Figure 1. Cell area per tile.
Bar = 20 um. The die is cut into 8 by 8 equal tiles; white is low, dark blue is high, 0 to 100% covered.
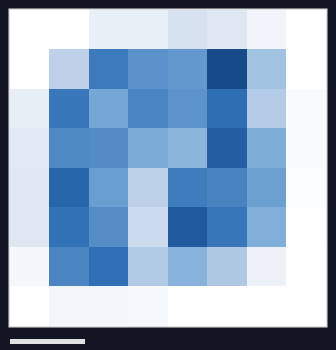
Figure 2. Supply network.
Bar = 20 um. Pins as bars on the die edge. Tap cells in gray.
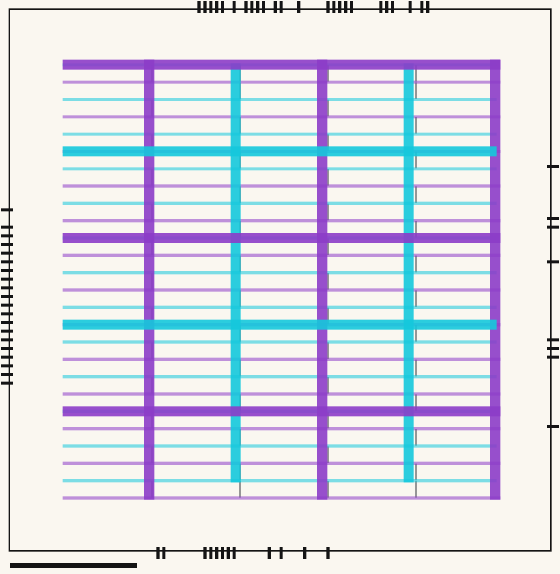
Figure 3. Cell outlines without signal wires.
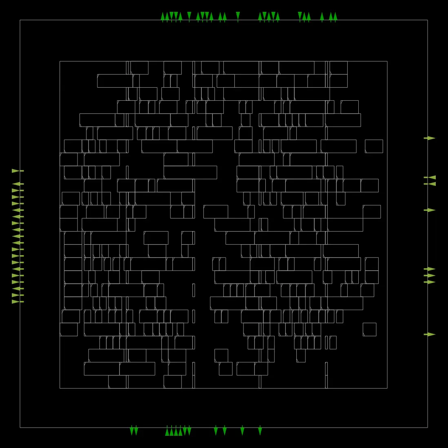
Figure 4. Wires at chosen ports, followed through buffers.
Bar = 20 um.
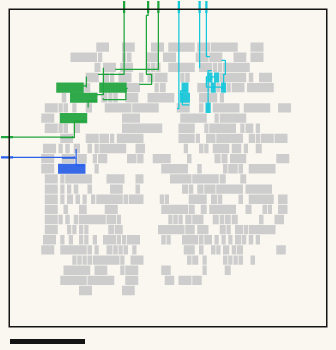
==> config.mk <==
export PLATFORM = sky130hd
export DESIGN_NAME = recmes_ctrl_sched_flat
export DESIGN_NICKNAME = d
export VERILOG_FILES = /design/src/rtl/recmes_ctrl_sched_if.sv /design/src/rtl/recmes_ctrl_sched.sv /design/src/flat_wrapper.sv
export SDC_FILE = /design/constraint.sdc
export NUM_CORES = 1
export LEC_CHECK = 0
export ABC_AREA = 1
export CORE_MARGIN = 8
export CORE_UTILIZATION = 35
export CTS_CLUSTER_DIAMETER = 150
export CTS_CLUSTER_SIZE = 40
export DETAILED_ROUTE_END_ITERATION = 6
export PLACE_DENSITY = 0.74
export SLEW_MARGIN = 20
export SYNTH_ARGS = -nofsm -noshare
export SYNTH_HDL_FRONTEND = slang
export SYNTH_SLANG_ARGS = --single-unit
export TNS_END_PERCENT = 50
==> constraint.sdc <==
create_clock -name clk -period 2 [get_ports clk]
set_input_delay 0.4 -clock clk [delete_from_list [all_inputs] [get_ports clk]]
set_output_delay 0.4 -clock clk [all_outputs]
set_load 0.05 [all_outputs]
==> src/rtl/recmes_ctrl_sched_if.sv <==
// ---------------------------------------------------------------------------
// recmes_ctrl_sched_if
// Bundle between the IOCPU/LLC requesters and the receive-message control
// register write scheduler.
//   Requests : cpu_req/cpu_sel/cpu_ofp/cpu_rip/cpu_ien/cpu_ext (IOCPU write)
//              can_req/can_sel/can_rtr/can_dlc (LLC frame stored)
//   Status   : rip_stat[NOBJ] receive-indication bit of every object
//   Strobes  : cpu_we/can_we one-hot per object, cpu_ack/can_ack grants
//   Fields   : ofp/rip/ien/ext (CPU side), ofc/ric/rtr/dlc (CAN side)
//   Stats    : ovf_cnt saturating CAN overflow count
// master = requester side, slave = scheduler.
// ---------------------------------------------------------------------------
interface recmes_ctrl_sched_if #(
  parameter int SELW = 3
);
  localparam int NOBJ = 2 ** SELW;

  logic            cpu_req;
  logic [SELW-1:0] cpu_sel;
  logic            cpu_ofp;
  logic            cpu_rip;
  logic            cpu_ien;
  logic            cpu_ext;
  logic            can_req;
  logic [SELW-1:0] can_sel;
  logic            can_rtr;
  logic [3:0]      can_dlc;
  logic [NOBJ-1:0] rip_stat;

  logic [NOBJ-1:0] cpu_we;
  logic [NOBJ-1:0] can_we;
  logic            ofp;
  logic            rip;
  logic            ien;
  logic            ext;
  logic            ofc;
  logic            ric;
  logic            rtr;
  logic [3:0]      dlc;
  logic            cpu_ack;
  logic            can_ack;
  logic [7:0]      ovf_cnt;

  modport master (
    output cpu_req, cpu_sel, cpu_ofp, cpu_rip, cpu_ien, cpu_ext,
    output can_req, can_sel, can_rtr, can_dlc, rip_stat,
    input  cpu_we, can_we, ofp, rip, ien, ext, ofc, ric, rtr, dlc,
    input  cpu_ack, can_ack, ovf_cnt
  );

  modport slave (
    input  cpu_req, cpu_sel, cpu_ofp, cpu_rip, cpu_ien, cpu_ext,
    input  can_req, can_sel, can_rtr, can_dlc, rip_stat,
    output cpu_we, can_we, ofp, rip, ien, ext, ofc, ric, rtr, dlc,
    output cpu_ack, can_ack, ovf_cnt
  );
endinterface

==> src/rtl/recmes_ctrl_sched.sv <==
// ---------------------------------------------------------------------------
// recmes_ctrl_sched
// Serialises IOCPU and LLC updates of the receive-message control registers
// so that CPU and CAN write strobes never coincide and no request is lost.
// Also derives the CAN-side overflow flag from the target object's current
// receive-indication bit and keeps a saturating overflow count.
// Ports:
//   clk  - clock
//   rst  - synchronous reset, active-low
//   bus  - recmes_ctrl_sched_if.slave (requests, status, strobes, fields)
// All outputs are registered; a request sampled at edge t produces its
// strobe/ack during the cycle following edge t.
// ---------------------------------------------------------------------------
module recmes_ctrl_sched #(
  parameter int SELW = 3
) (
  input logic                 clk,
  input logic                 rst,
  recmes_ctrl_sched_if.slave  bus
);
  localparam int NOBJ = 2 ** SELW;

  typedef enum logic [1:0] {
    S_IDLE    = 2'd0,
    S_GNT_CPU = 2'd1,
    S_GNT_CAN = 2'd2
  } state_t;

  localparam logic WIN_CPU = 1'b0;
  localparam logic WIN_CAN = 1'b1;

  state_t          r_state;
  state_t          w_nxt_state;
  logic            r_last_win;
  logic            w_last_win_d;

  logic [NOBJ-1:0] r_cpu_we,  w_cpu_we_d;
  logic [NOBJ-1:0] r_can_we,  w_can_we_d;
  logic            r_cpu_ack, w_cpu_ack_d;
  logic            r_can_ack, w_can_ack_d;
  logic            r_ofp, w_ofp_d;
  logic            r_rip, w_rip_d;
  logic            r_ien, w_ien_d;
  logic            r_ext, w_ext_d;
  logic            r_ofc, w_ofc_d;
  logic            r_ric, w_ric_d;
  logic            r_rtr, w_rtr_d;
  logic [3:0]      r_dlc, w_dlc_d;
  logic [7:0]      r_ovf_cnt, w_ovf_cnt_d;

  function automatic logic [NOBJ-1:0] onehot(input logic [SELW-1:0] sel);
    logic [NOBJ-1:0] v;
    v      = '0;
    v[sel] = 1'b1;
    return v;
  endfunction

  function automatic logic [7:0] sat_inc8(input logic [7:0] cnt);
    return (cnt == 8'hFF) ? cnt : cnt + 8'd1;
  endfunction

  // State register
  always_ff @(posedge clk) begin
    if (!rst) begin
      r_state    <= S_IDLE;
      r_last_win <= WIN_CPU;
    end else begin
      r_state    <= w_nxt_state;
      r_last_win <= w_last_win_d;
    end
  end

  // Next-state logic. Inside a grant the granted requester's own req is
  // ignored: it is still being dropped in response to the ack.
  always_comb begin
    w_nxt_state = S_IDLE;
    case (r_state)
      S_IDLE: begin
        if (bus.cpu_req && bus.can_req)
          w_nxt_state = (r_last_win == WIN_CPU) ? S_GNT_CAN : S_GNT_CPU;
        else if (bus.cpu_req)
          w_nxt_state = S_GNT_CPU;
        else if (bus.can_req)
          w_nxt_state = S_GNT_CAN;
        else
          w_nxt_state = S_IDLE;
      end
      S_GNT_CPU: w_nxt_state = bus.can_req ? S_GNT_CAN : S_IDLE;
      S_GNT_CAN: w_nxt_state = bus.cpu_req ? S_GNT_CPU : S_IDLE;
      default:   w_nxt_state = S_IDLE;
    endcase
  end

  // Output logic: computed from the state being entered so the registered
  // strobes line up with the grant cycle. Fields hold unless captured.
  always_comb begin
    w_last_win_d = r_last_win;
    w_cpu_we_d   = '0;
    w_can_we_d   = '0;
    w_cpu_ack_d  = 1'b0;
    w_can_ack_d  = 1'b0;
    w_ofp_d      = r_ofp;
    w_rip_d      = r_rip;
    w_ien_d      = r_ien;
    w_ext_d      = r_ext;
    w_ofc_d      = r_ofc;
    w_ric_d      = r_ric;
    w_rtr_d      = r_rtr;
    w_dlc_d      = r_dlc;
    w_ovf_cnt_d  = r_ovf_cnt;
    case (w_nxt_state)
      S_GNT_CPU: begin
        w_last_win_d = WIN_CPU;
        w_cpu_we_d   = onehot(bus.cpu_sel);
        w_cpu_ack_d  = 1'b1;
        w_ofp_d      = bus.cpu_ofp;
        w_rip_d      = bus.cpu_rip;
        w_ien_d      = bus.cpu_ien;
        w_ext_d      = bus.cpu_ext;
      end
      S_GNT_CAN: begin
        w_last_win_d = WIN_CAN;
        w_can_we_d   = onehot(bus.can_sel);
        w_can_ack_d  = 1'b1;
        w_ric_d      = 1'b1;
        w_rtr_d      = bus.can_rtr;
        w_dlc_d      = bus.can_dlc;
        // A new frame landing on an object whose indication is still set
        // overwrites unread data: that is an overflow.
        w_ofc_d      = bus.rip_stat[bus.can_sel];
        if (bus.rip_stat[bus.can_sel])
          w_ovf_cnt_d = sat_inc8(r_ovf_cnt);
      end
      default: ;
    endcase
  end

  // Output registers
  always_ff @(posedge clk) begin
    if (!rst) begin
      r_cpu_we  <= '0;
      r_can_we  <= '0;
      r_cpu_ack <= 1'b0;
      r_can_ack <= 1'b0;
      r_ofp     <= 1'b0;
      r_rip     <= 1'b0;
      r_ien     <= 1'b0;
      r_ext     <= 1'b0;
      r_ofc     <= 1'b0;
      r_ric     <= 1'b0;
      r_rtr     <= 1'b0;
      r_dlc     <= 4'd0;
      r_ovf_cnt <= 8'd0;
    end else begin
      r_cpu_we  <= w_cpu_we_d;
      r_can_we  <= w_can_we_d;
      r_cpu_ack <= w_cpu_ack_d;
      r_can_ack <= w_can_ack_d;
      r_ofp     <= w_ofp_d;
      r_rip     <= w_rip_d;
      r_ien     <= w_ien_d;
      r_ext     <= w_ext_d;
      r_ofc     <= w_ofc_d;
      r_ric     <= w_ric_d;
      r_rtr     <= w_rtr_d;
      r_dlc     <= w_dlc_d;
      r_ovf_cnt <= w_ovf_cnt_d;
    end
  end

  assign bus.cpu_we  = r_cpu_we;
  assign bus.can_we  = r_can_we;
  assign bus.cpu_ack = r_cpu_ack;
  assign bus.can_ack = r_can_ack;
  assign bus.ofp     = r_ofp;
  assign bus.rip     = r_rip;
  assign bus.ien     = r_ien;
  assign bus.ext     = r_ext;
  assign bus.ofc     = r_ofc;
  assign bus.ric     = r_ric;
  assign bus.rtr     = r_rtr;
  assign bus.dlc     = r_dlc;
  assign bus.ovf_cnt = r_ovf_cnt;

endmodule

==> src/flat_wrapper.sv <==
// flat-port wrapper written by rule: the top's interface ports become plain ports
module recmes_ctrl_sched_flat 
#(
  parameter int SELW = 3
)
  (clk, rst, bus_cpu_req, bus_cpu_sel, bus_cpu_ofp, bus_cpu_rip, bus_cpu_ien, bus_cpu_ext, bus_can_req, bus_can_sel, bus_can_rtr, bus_can_dlc, bus_rip_stat, bus_cpu_we, bus_can_we, bus_ofp, bus_rip, bus_ien, bus_ext, bus_ofc, bus_ric, bus_rtr, bus_dlc, bus_cpu_ack, bus_can_ack, bus_ovf_cnt);
  recmes_ctrl_sched_if #(.SELW(SELW)) bus_i ();
  input logic clk;
  input logic rst;
  input wire logic [$bits(bus_i.cpu_req)-1:0] bus_cpu_req;
  input wire logic [$bits(bus_i.cpu_sel)-1:0] bus_cpu_sel;
  input wire logic [$bits(bus_i.cpu_ofp)-1:0] bus_cpu_ofp;
  input wire logic [$bits(bus_i.cpu_rip)-1:0] bus_cpu_rip;
  input wire logic [$bits(bus_i.cpu_ien)-1:0] bus_cpu_ien;
  input wire logic [$bits(bus_i.cpu_ext)-1:0] bus_cpu_ext;
  input wire logic [$bits(bus_i.can_req)-1:0] bus_can_req;
  input wire logic [$bits(bus_i.can_sel)-1:0] bus_can_sel;
  input wire logic [$bits(bus_i.can_rtr)-1:0] bus_can_rtr;
  input wire logic [$bits(bus_i.can_dlc)-1:0] bus_can_dlc;
  input wire logic [$bits(bus_i.rip_stat)-1:0] bus_rip_stat;
  output wire logic [$bits(bus_i.cpu_we)-1:0] bus_cpu_we;
  output wire logic [$bits(bus_i.can_we)-1:0] bus_can_we;
  output wire logic [$bits(bus_i.ofp)-1:0] bus_ofp;
  output wire logic [$bits(bus_i.rip)-1:0] bus_rip;
  output wire logic [$bits(bus_i.ien)-1:0] bus_ien;
  output wire logic [$bits(bus_i.ext)-1:0] bus_ext;
  output wire logic [$bits(bus_i.ofc)-1:0] bus_ofc;
  output wire logic [$bits(bus_i.ric)-1:0] bus_ric;
  output wire logic [$bits(bus_i.rtr)-1:0] bus_rtr;
  output wire logic [$bits(bus_i.dlc)-1:0] bus_dlc;
  output wire logic [$bits(bus_i.cpu_ack)-1:0] bus_cpu_ack;
  output wire logic [$bits(bus_i.can_ack)-1:0] bus_can_ack;
  output wire logic [$bits(bus_i.ovf_cnt)-1:0] bus_ovf_cnt;
  assign bus_i.cpu_req = bus_cpu_req;
  assign bus_i.cpu_sel = bus_cpu_sel;
  assign bus_i.cpu_ofp = bus_cpu_ofp;
  assign bus_i.cpu_rip = bus_cpu_rip;
  assign bus_i.cpu_ien = bus_cpu_ien;
  assign bus_i.cpu_ext = bus_cpu_ext;
  assign bus_i.can_req = bus_can_req;
  assign bus_i.can_sel = bus_can_sel;
  assign bus_i.can_rtr = bus_can_rtr;
  assign bus_i.can_dlc = bus_can_dlc;
  assign bus_i.rip_stat = bus_rip_stat;
  assign bus_cpu_we = bus_i.cpu_we;
  assign bus_can_we = bus_i.can_we;
  assign bus_ofp = bus_i.ofp;
  assign bus_rip = bus_i.rip;
  assign bus_ien = bus_i.ien;
  assign bus_ext = bus_i.ext;
  assign bus_ofc = bus_i.ofc;
  assign bus_ric = bus_i.ric;
  assign bus_rtr = bus_i.rtr;
  assign bus_dlc = bus_i.dlc;
  assign bus_cpu_ack = bus_i.cpu_ack;
  assign bus_can_ack = bus_i.can_ack;
  assign bus_ovf_cnt = bus_i.ovf_cnt;
  recmes_ctrl_sched #(.SELW(SELW)) u_core (.clk(clk), .rst(rst), .bus(bus_i));
endmodule
==> impl_metrics.ini <==
; implementation run metrics
[global_routing]
grt-ovfl-total = 0
grt_busiest_layer = met2
use_met3_pct = 5.46
first_global_vias = 1540
use_met1_pct = 14.3

[setup_path]
crit_arrival_ps = 1520
cp-end-kind = output pin
worst_ep_required_time_ps = 1600
cp_num_buf_inv = 1
reg2reg_setup_slack_ps = 360
crit_path_start_kind = flip-flop
timing.rr.start = u_core.r_state[1]

[place]
place_inst = 345
place.gp.congestion = 0.796

[final_timing]
fin_crit_ps = 1920
fin_tns_setup_ps = 0
timing.final.ws_setup_ps = 83.3
holdWs_ps = 452

[cells_and_area]
inv_count = 37
clock_area_share_pct = 4.63
buf_share_pct = 26.7
lay_top_cells = 55 x clkdlybuf4s50_1, 46 x nor2_1, 43 x nand2_1, 40 x dfxtp_1, 34 x inv_1
nMultiInputCombCells = 144
logic_area_um2 = 702
drive_gt1_share_pct = 10.7
nonClockBufferCount = 70
regArea_um2 = 801
clkbuf_count = 5

[synth]
postSynthSeqShare_pct = 48.4
syn_avg_cell_area_um2 = 7.38
syn_nets = 256

[clock_tree]
h-tree-depth = 2
clockBufferDepth = 2
cts_root_buf = clkbuf_8

[drt]
wl_per_cell_um = 11.6
m1WireLength_um = 1780
vias = 1593
drt_wl_total_um = 4080

[flow_run]
log.warning_count = 29

[power_and_ir_drop]
power_density_nw_per_um2 = 778
maxPowerGroup = sequential cells
pg_seq_uw = 856
p_total_mw = 1.93

[hold_path]
hold_class = reg -> reg

[outcome]
status = complete, no violations
-- Figure 1 (at the start) --
The densest ninth of the die: center. 6.2% of the tiles are over 75% full. 20% of the tiles are nearly empty. The fullest tile reaches 90%. The mean over all tiles is 34%. The emptiest ninth of the die: lower right.
Init Core Util: 35.7%
core area: 4630 um^2
Core Util, Final: 53.7%

-- Figure 2 (at the start) --
VDD: in cyan. VSS: in purple.
54 tap cells. The core has 25 rows. 5 straps on met5.
Die Span X: 84.7 um
die height: 84.7 um
Peak VDD IR: 0.406 mV

-- Figure 3 (at the start) --
Post-Layout Cell Count: 353
Flops: 40
row count: 25
Fillers: 453

-- Figure 4 (at the start) --
`bus_dlc`: in green, bits 4, direction output, edge 3 top, 1 left, end cells 4, buffers 4, wire 131 um. `bus_rtr`: in blue, bits 1, direction output, edge left, end cells 1, buffers 1, wire 27.4 um. `bus_cpu_sel`: in cyan, bits 3, direction input, edge top, end cells 7, buffers 3, wire 94.6 um.
I/O Buffers: 63
# IOs: 64

[Yosys cell counts]
cell	instances	area, um^2
buf_2	1	5.00
inv_2	3	11.3
nand4_1	1	6.26
nor2_2	1	6.26
nand2_1	43	161
ha_1	5	62.6
xor2_1	3	26.3
a21oi_1	7	35.0
nand2_2	2	12.5
a21boi_4	1	18.8
nor2_1	46	173
a31oi_1	2	12.5
o21ai_4	1	16.3
clkbuf_1	2	7.51
nand3b_1	2	15.0
dfxtp_1	40	801
nand2_4	1	11.3
inv_1	34	128
nand3_1	17	85.1
o21ai_0	12	60.1
[logic make-up after synthesis]
logic type,Yosys count,synth area share (%)
xor gates and xnor gates,3,1.59
AOI/OAI and AO/OA,23,8.62
adders and majority gates,5,3.78
buffers and inverters,40,9.15
DFF,40,48.4
and+or+nand+nor,113,28.4
